--- config.mk ---
export PLATFORM = sky130hd
export DESIGN_NAME = fact_accel_flat
export DESIGN_NICKNAME = d
export VERILOG_FILES = /design/src/rtl/fact_accel_if.sv /design/src/rtl/fact_accel.sv /design/src/flat_wrapper.sv
export SDC_FILE = /design/constraint.sdc
export NUM_CORES = 1
export LEC_CHECK = 0
export ABC_AREA = 1
export CAP_MARGIN = 20
export CORE_MARGIN = 2
export CORE_UTILIZATION = 49
export DETAILED_ROUTE_END_ITERATION = 7
export PLACE_DENSITY_LB_ADDON = 0.15
export SETUP_SLACK_MARGIN = 0.1
export SLEW_MARGIN = 10
export SYNTH_ARGS = -nofsm -noshare
export SYNTH_HDL_FRONTEND = slang
export SYNTH_SLANG_ARGS = --single-unit
--- constraint.sdc ---
create_clock -name clk -period 3.2 [get_ports clk]
set_input_delay 0.64 -clock clk [delete_from_list [all_inputs] [get_ports clk]]
set_output_delay 0.64 -clock clk [all_outputs]
set_load 0.1 [all_outputs]
--- src/rtl/fact_accel_if.sv ---
// Register-bus connection between the SoC decoder and the factorial accelerator.
// The decoder drives the write side; the accelerator returns read data.
interface fact_accel_if;
    localparam int unsigned DATA_W = 32;
    localparam int unsigned ADDR_W = 2;

    logic              we;
    logic [ADDR_W-1:0] a;
    logic [DATA_W-1:0] wd;
    logic [DATA_W-1:0] rd;

    modport master (output we, output a, output wd, input  rd);
    modport slave  (input  we, input  a, input  wd, output rd);
endinterface

--- src/rtl/fact_accel.sv ---
// Memory-mapped iterative factorial engine: one 32x4 multiply per cycle while
// counting n down, with an error flag for n values whose result exceeds 32 bits.
module fact_accel (
    input  logic         clk,
    input  logic         rst,
    fact_accel_if.slave  bus
);
    localparam int unsigned DATA_W = 32;
    localparam int unsigned N_W    = 4;

    localparam logic [1:0]     A_N      = 2'd0;
    localparam logic [1:0]     A_GO     = 2'd1;
    localparam logic [1:0]     A_STATUS = 2'd2;
    localparam logic [1:0]     A_RESULT = 2'd3;
    localparam logic [N_W-1:0] N_MAX    = N_W'(12);

    typedef enum logic {S_IDLE, S_RUN} state_t;

    state_t              r_state;
    state_t              w_state_nxt;
    logic [N_W-1:0]      r_n;
    logic [N_W-1:0]      r_cnt;
    logic [DATA_W-1:0]   r_prod;
    logic [DATA_W-1:0]   r_result;
    logic                r_done;
    logic                r_err;

    logic                w_wr_n;
    logic                w_wr_go;
    logic                w_start;
    logic                w_reject;
    logic                w_step;
    logic                w_finish;
    logic                w_busy;
    logic [DATA_W-1:0]   w_mul;
    logic                w_unused;

    assign w_wr_n   = bus.we && (bus.a == A_N);
    assign w_wr_go  = bus.we && (bus.a == A_GO) && bus.wd[0];
    assign w_busy   = (r_state == S_RUN);
    assign w_mul    = r_prod * DATA_W'(r_cnt);
    assign w_unused = ^bus.wd[DATA_W-1:N_W];

    // State register
    always_ff @(posedge clk) begin
        if (rst) r_state <= S_IDLE;
        else     r_state <= w_state_nxt;
    end

    // Next state and datapath strobes; GO is only honoured while idle
    always_comb begin
        w_state_nxt = r_state;
        w_start     = 1'b0;
        w_reject    = 1'b0;
        w_step      = 1'b0;
        w_finish    = 1'b0;
        case (r_state)
            S_IDLE: begin
                if (w_wr_go) begin
                    if (r_n <= N_MAX) begin
                        w_start     = 1'b1;
                        w_state_nxt = S_RUN;
                    end else begin
                        w_reject = 1'b1;
                    end
                end
            end
            S_RUN: begin
                if (r_cnt > N_W'(1)) begin
                    w_step = 1'b1;
                end else begin
                    w_finish    = 1'b1;
                    w_state_nxt = S_IDLE;
                end
            end
            default: w_state_nxt = S_IDLE;
        endcase
    end

    // Registers and datapath; N stays writable while a run uses the latched cnt
    always_ff @(posedge clk) begin
        if (rst) begin
            r_n      <= '0;
            r_cnt    <= '0;
            r_prod   <= '0;
            r_result <= '0;
            r_done   <= 1'b0;
            r_err    <= 1'b0;
        end else begin
            if (w_wr_n) r_n <= bus.wd[N_W-1:0];
            if (w_start) begin
                r_cnt  <= r_n;
                r_prod <= DATA_W'(1);
                r_done <= 1'b0;
                r_err  <= 1'b0;
            end else if (w_reject) begin
                r_err    <= 1'b1;
                r_done   <= 1'b1;
                r_result <= '0;
            end else if (w_step) begin
                r_prod <= w_mul;
                r_cnt  <= r_cnt - N_W'(1);
            end else if (w_finish) begin
                r_result <= r_prod;
                r_done   <= 1'b1;
            end
        end
    end

    // Zero-latency read mux
    always_comb begin
        bus.rd = '0;
        case (bus.a)
            A_N:      bus.rd = {{(DATA_W-N_W){1'b0}}, r_n};
            A_GO:     bus.rd = {{(DATA_W-1){1'b0}}, w_busy};
            A_STATUS: bus.rd = {{(DATA_W-2){1'b0}}, r_err, r_done};
            A_RESULT: bus.rd = r_result;
            default:  bus.rd = '0;
        endcase
    end
endmodule

--- src/flat_wrapper.sv ---
// flat-port wrapper written by rule: the top's interface ports become plain ports
module fact_accel_flat 
  (clk, rst, bus_we, bus_a, bus_wd, bus_rd);
  fact_accel_if bus_i ();
  input  logic clk;
  input  logic rst;
  input wire logic [$bits(bus_i.we)-1:0] bus_we;
  input wire logic [$bits(bus_i.a)-1:0] bus_a;
  input wire logic [$bits(bus_i.wd)-1:0] bus_wd;
  output wire logic [$bits(bus_i.rd)-1:0] bus_rd;
  assign bus_i.we = bus_we;
  assign bus_i.a = bus_a;
  assign bus_i.wd = bus_wd;
  assign bus_rd = bus_i.rd;
  fact_accel u_core (.clk(clk), .rst(rst), .bus(bus_i));
endmodule
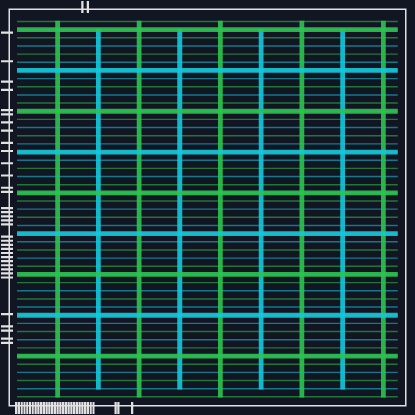
Figure 1: run 1, supply network.
(3 px per um) Pins as bars on the die edge.
VSS: drawn in green. VDD: drawn in cyan.
9 straps on met4. 47 met1 rails follow the rows.

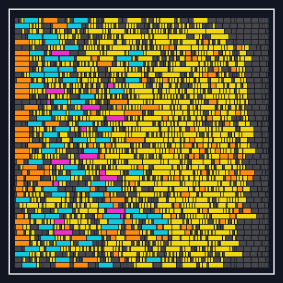
Figure 2: run 1, placement by cell class.
(2 px per um) Fill, decap, tap and diode cells in grey.
all other logic: drawn in yellow, cells 1209, share of their area 69%. clock drivers and dummy loads: drawn in magenta, cells 16, share of their area 2.6%. flip-flops: drawn in cyan, cells 75, share of their area 14%. other buffers and delay cells: drawn in orange, cells 136, share of their area 15%.

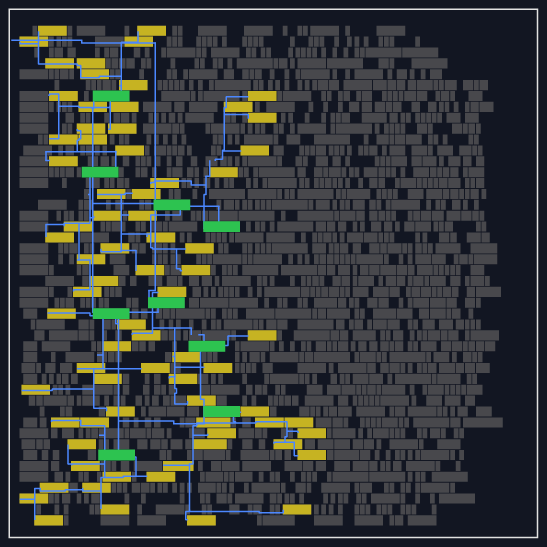
Figure 3: run 1, clock distribution.
(4 px per um)
cells driving clock nets: drawn in green, count 9. clock wires: drawn in blue, length 1020 um. flip-flops: drawn in yellow, count 75.
There are 10 routed clock nets.

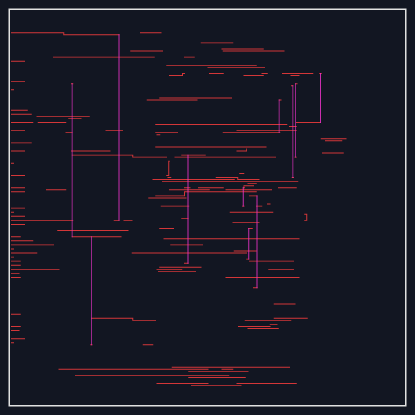
Figure 4: run 1, wiring by layer.
(3 px per um) Only two layers are drawn.
met4: drawn in magenta, wire length 314 um. met3: drawn in red, wire length 1510 um.

==> results.toml, run 1 <==
# yosys + openroad results
[worst_setup_path]
cp_data_arrival_time_ns = 3.51
setup.worst_path.start_class = "flop"
reg2reg_from = "u_core.r_cnt[3]"
worst_r2r_endpoint = "u_core.r_prod[27]"

[floorplanning]
floorplanUtilization_pct = 50.3
core.rowCount = 46
core_sq_um = 15900
chip_area_sq_um = 17300

[final_layout]
area.share.combinational_pct = 52.3
num-clock-buffers = 11
area_dominant_class = "combinational gates"
finalNetCount = 1559
ff_count = 75
total_area_of_multi_input_combinational_cells_sq_um = 5800
filler_cell_count = 1331

[clock_network]
post_cts.repair.setup_buffers = 4
clk_latency_ns = 0.34
ctsHtreeMaxLevel = 3
tritoncts = "built"

[global_route]
grt.total_usage_pct = 26.0
grt_remaining_overflow = 0
grt_max_degree = 43
grt_first_pass_wirelength_um = 36900
via_count_of_the_first_global_routing_pass = 7767
met2_routing_resource_usage_after_global_routing_pct = 41.4

[synthesis]
synth.yosys.seq_area_share_pct = 18.8
netlist.area_leader.share_pct = 20.1
synthesis.yosys.warnings = 0
synth.distinct_cells = 39
synthDominantAreaCellType = "inv_1"
synth-edff-count = 0
synth_top_flop_cell = "dfxtp_1"
topCellsByArea = "inv_1 20%, dfxtp_1 19%, nand2_1 16%"

[sta]
max-slew-margin-rel_pct = 67.6
setup_tns_ns = -0.252
timing_max_transition_violations_final = 0
final.setup.worst_slack_ns = -0.0708
setup-violations-final = 8
max_clock_freq_ghz = 0.306

[power]
switching_share_pct = 25.5
internal_power_mw = 1.56
design_power_total_mw = 2.10

[detailed_routing]
drc = 0
detail-route-antenna-nets = 0
detail_route.wl_per_cell_um = 14.0
wl_met2_um = 10600

[place]
place.detailed.instances = 1619
dp_slack_ns = -0.191

[outcome]
violations_in_the_final_reports = "negative setup slack"
outcome = "finished, violations left"
[run 1: cells by family (layout without fill, tap and decap cells)]
family / count (synthesis) / in the layout / share of synthesized area, %
XOR/XNOR: 10 / 10 / 1.10
buffers and inverters: 470 / 582 / 22.8
flip-flops: 75 / 75 / 18.8
adder cells (fa/ha/maj): 91 / 91 / 19.6
AND-OR/OR-AND: 127 / 127 / 8.99
AND/OR/NAND/NOR: 551 / 551 / 28.7
[run 1: layout by cell type, fill, tap and decap left out, types with 3 or more instances in the layout]
cell type	instances
buf_12	37
nand2_1	271
nand2_4	27
nand3_4	4
a21oi_2	14
inv_2	42
buf_4	79
nor3_4	4
a21o_1	4
dfxtp_1	72
buf_6	7
inv_1	388
nand4_1	7
fa_1	56
clkbuf_16	13
nand2_2	56
nor2_4	15
nand3_1	47
xor2_1	3
nand3_2	23
xor2_2	4
o21ai_0	16
o22ai_1	26
nor2_2	10
ha_4	27
clkdlybuf4s50_1	8
nor2_1	80
ha_1	7
a21oi_1	43
o21ai_1	8
o211ai_1	4
[run 1: worst max-delay path: stages (launching register included)]
cell and delay, ns:
dfxtp_4 0.39, clkbuf_16 0.18, nand2_1 0.06, inv_1 0.05, fa_1 0.53, inv_1 0.05
fa_1 0.53, inv_1 0.07, ha_4 0.32, nand2_4 0.08, inv_2 0.08, nand2_4 0.06
nor3_4 0.16, and2_1 0.16, nand2_1 0.08, nand3_1 0.12, nand3_2 0.11, nand2_1 0.09
inv_1 0.03
[run 1: registers in the layout, indices dropped and copies added, names as in the netlist]
register	cells
u_core.r_done	1
u_core.r_prod	32
u_core.r_n	4
u_core.r_err	1
u_core.r_result	32
u_core.r_cnt	4
u_core.r_state	1
Figure 5. Placed standard cells (run 1).
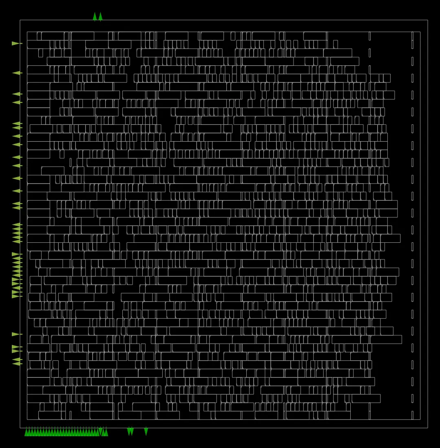

--- run 2 (diff from run 1) ---
--- a/config.mk
+++ b/config.mk
@@ -11,6 +11,7 @@
 export CORE_UTILIZATION = 49
 export DETAILED_ROUTE_END_ITERATION = 7
 export PLACE_DENSITY_LB_ADDON = 0.15
+export RECOVER_POWER = 25
 export SETUP_SLACK_MARGIN = 0.1
 export SLEW_MARGIN = 10
 export SYNTH_ARGS = -nofsm -noshare
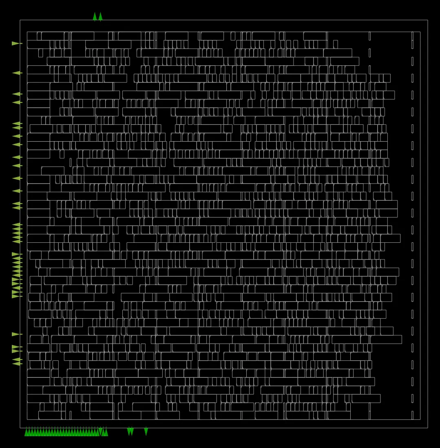
Figure 6: run 2, placed standard cells.
total number of sequential cells: 75
number of fill cells: 1337

==> run 2 against run 1 <==
The flow still finishes with violations (negative setup slack). Count of clock-buffer cells in the layout stayed put. Die size stayed put. Maximum frequency hardly changed. Global-route usage stayed put. Clock power hardly changed. Critical path depth stayed put. Synthesized cell count stayed put. Non-clock buffer count stayed put. Sequential share of layout area hardly changed. Utilization is 0.15 points lower. Power is 0.16% lower. First-iteration DRC count is 1.6% higher.
==> results.toml, run 2 <==
# yosys + openroad results
[worst_setup_path]
timing.critical_path.slowest_cell_delay_ns = 0.54
critPathTopFamily = "adder cells"
cp_num_buf_inv = 5
reg2reg_from = "u_core.r_cnt[3]"
worst_r2r_endpoint = "u_core.r_prod[30]"
cp_data_arrival_time_ns = 3.50

[final_layout]
finalNetCount = 1559
lay_top_count = "inv_1"

[global_route]
grt_max_degree = 43
grt_remaining_overflow = 0
via_count_of_the_first_global_routing_pass = 7767

[detailed_routing]
drc = 0
detail-route-antenna-nets = 0

[sta]
final.setup.worst_slack_ns = -0.0722
setup-violations-final = 9

[outcome]
outcome = "finished, violations left"
violations_in_the_final_reports = "negative setup slack"

[synthesis]
topCellsByArea = "inv_1 20%, dfxtp_1 19%, nand2_1 16%"
synth-edff-count = 0
synthDominantAreaCellType = "inv_1"
netlist.area_leader.share_pct = 20.1

[clock_network]
tritoncts = "built"
ctsHtreeMaxLevel = 3
==> run 2: cell counts after synthesis <==
No cell type changed its count.
==> run 2: stage by stage <==
stage	worst slack, ns	cell area (sq um)	hold slack [ns]	TNS, ns
6_report	-0.0722	11100	0.466	-0.278
5_1_grt	-0.239	11100	0.498	-2.71
4_1_cts	-0.0397	10400	0.465	-0.0488
3_5_place_dp	-0.191	9530	0.457	-2.41
3_3_place_gp	-0.167	9530	0.450	-1.63
2_1_floorplan	0.0957	8130	0.431	0
==> run 2: cell families after synthesis <==
family / after synthesis / share of synthesized area [%]
simple gates: 551 / 28.7
fa+ha+maj: 91 / 19.6
compound gates: 127 / 8.99
xor+xnor: 10 / 1.10
flops: 75 / 18.8
buf+inv: 470 / 22.8
==> run 2: cell type report <==
cell class	instances	area [sq um]	area share, %
multi-input combinational	779	5780	52.3
tap	216	270	2.44
clock inverter	5	37.5	0.340
inverter	430	1610	14.6
sequential	75	1510	13.7
clock buffer	11	243	2.20
timing repair buffer	136	1600	14.5
==> run 2: timing repair <==
action / in CTS / in global routing
hold buffers: 0 / 0
endpoints found under the setup margin: 25 / 26
cloned: 0 / 4
resized: 128 / 142
buffers inserted: 4 / 9
pin swaps: 25 / 84
==> run 2: power by group through the flow <==
stage                     Combinational (mW)  Clock, mW  Sequential (mW)
after floorplan                        0.106          0            0.969
after global placement                 0.165          0            0.971
after detailed placement               0.166          0            0.972
after CTS                              0.171      0.965            0.951
after global routing                   0.197       1.01            0.954
final                                  0.183      0.956            0.953
==> run 2: per-layer routing <==
metal / vias up / track usage, % / part of all wire [%]
met1: 3757 / 37.4 / 45
met5: - / 0 / 0
met2: 252 / 41.4 / 46
met4: 0 / 5.62 / 1.3
li1: 4042 / - / -
met3: 26 / 3.82 / 7.4
Power and IR drop assume default switching activity.
